### Metal 2

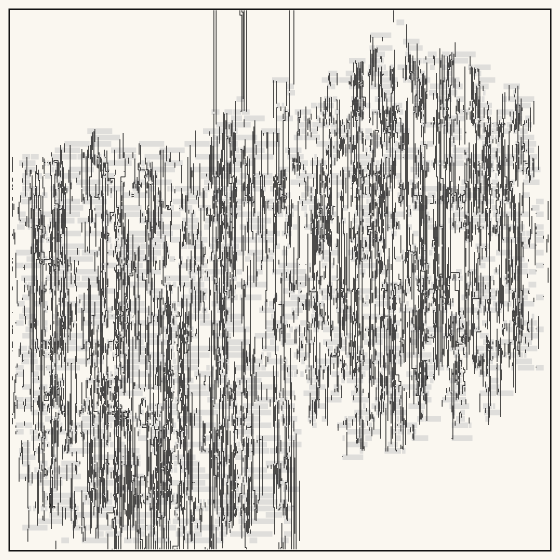
### M3 wires

Bar = 50 um.
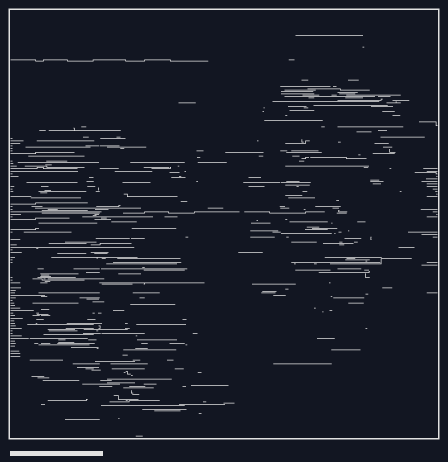
### Placed cells, one colour a class

Fill, decap, tap and diode cells in grey.
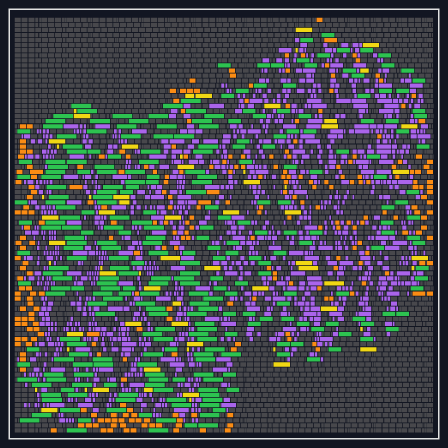
### Placed standard cells

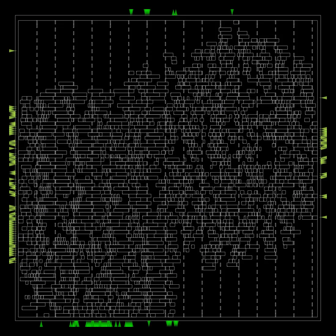
==> config.mk <==
export PLATFORM = sky130hd
export DESIGN_NAME = register_writeback
export DESIGN_NICKNAME = d
export VERILOG_FILES = /design/src/rtl/register_writeback_pkg.sv /design/src/rtl/register_writeback_fifo.sv /design/src/rtl/register_writeback.sv
export SDC_FILE = /design/constraint.sdc
export NUM_CORES = 1
export LEC_CHECK = 0
export CAP_MARGIN = 10
export CORE_MARGIN = 2
export CORE_UTILIZATION = 35
export DETAILED_ROUTE_END_ITERATION = 6
export GPL_TIMING_DRIVEN = 1
export SLEW_MARGIN = 20
export SYNTH_ARGS = -nofsm -noshare
export SYNTH_HDL_FRONTEND = slang
export SYNTH_SLANG_ARGS = --single-unit
==> constraint.sdc <==
create_clock -name clock -period 4.86 [get_ports clock]
set_input_delay 0.972 -clock clock [delete_from_list [all_inputs] [get_ports clock]]
set_output_delay 0.972 -clock clock [all_outputs]
set_load 0.005 [all_outputs]
==> GITHUB_STEP_SUMMARY <==
### Yosys + OpenROAD results

| Metric | Value |
|---|---|
| Number of max-cap violations | 0 |
| Pint | 6798 uW |
| Vertical extent of the die | 229.7 um |
| Met1 Resource Use GR | 29.54% |
| Synthesis area per yosys | 17,830 sq um |
| Sinks on Clock Net | 288 |
| Post-Synth Simple-Gate Area | 19.07% |
| Post-route ant nets | 0 |
| Critical path, cell by cell | clkdlybuf4s50_1 > buf_12 > buf_4 > mux4_2 > a211o_1 > nor4_4 > a21oi_1 > clkdlybuf4s50_1 |
| Top FF cell, synth | sky130_fd_sc_hd__edfxtp_1 |
| HPWL after detailed placement | 41,550 um |
| Number of cells on the worst reg-to-reg path | 11 |
| Most frequently placed logic cell in the final layout | sky130_fd_sc_hd__nand2_1 |
| Hold path cells | 2 |
| Met2 wire len | 27,860 um |
| Worst Hold Slack | 0.4502 ns |
| Dpl ws | -0.06761 ns |
| Pin slew with the least headroom to its limit | 1.009 ns |
| Netlist Area Pre-Place | 17,830 sq um |
| Kind of cell adding the most delay to the critical path | buffers and inverters |
| Result of the run | completed |
| Number of signal-net buffers in the layout | 271 |
| Power per unit of standard cell area | 502.4 nW/um^2 |
| Setup TNS Final | 0 ns |
| Worst IR drop on VDD | 0.2958 mV |
| Final nets | 2,141 |
| Synthesized-area fraction occupied by adder cells | 4.085% |
| Clock share of power | 24.6% |
| Post-cts sizing count | 0 |
| Tally of buffers added on design ports | 141 |
| Starting density of the core | 35.53% |
| Combinational share of cell area | 45.67% |
| CTS tree | done |
| Power in the clock group | 2700 uW |
| Hold-fix buffers at CTS | 0 |
| Longest Clk Path Bufs | 3 |
| Required time at the worst-slack endpoint | 3.89 ns |
| Number of flip-flops under the largest register name | 148 |
-- 'Metal 2' (at the start) --
- nets with wire on the layer: 1,821
- longest straight run: 83.6 um
- main direction: vertical
- wire length on this layer: 27.9 mm
Routed WL: 59,160 um
grt met2 use: 36.47%
routed via count: 15,759

-- 'M3 wires' (at the start) --
- share of all routed wire: 8.1%
- longest straight run: 66.0 um
- wire length on this layer: 4,800 um
met3 Resource Use GR: 3.931%

-- 'Placed cells, one colour a class' (at the start) --
- purple: remaining logic cells (cells 1,408)
- green: registers (cells 288)
- yellow: clock drivers and dummy loads (cells 64)
- orange: remaining buffers and delay cells (cells 271)
Layout Utilization: 43.45%
Seq/total area: 33.26%
final non-filler cell area: 21,800 sq um
area of the core region: 50,170 sq um
cell row count: 82

-- 'Placed standard cells' (at the start) --
number of tap instances: 672
seq_cells: 288
Post-Layout Cell Count: 2,705

No activity file was given, so power comes from the tool's default toggle rates.
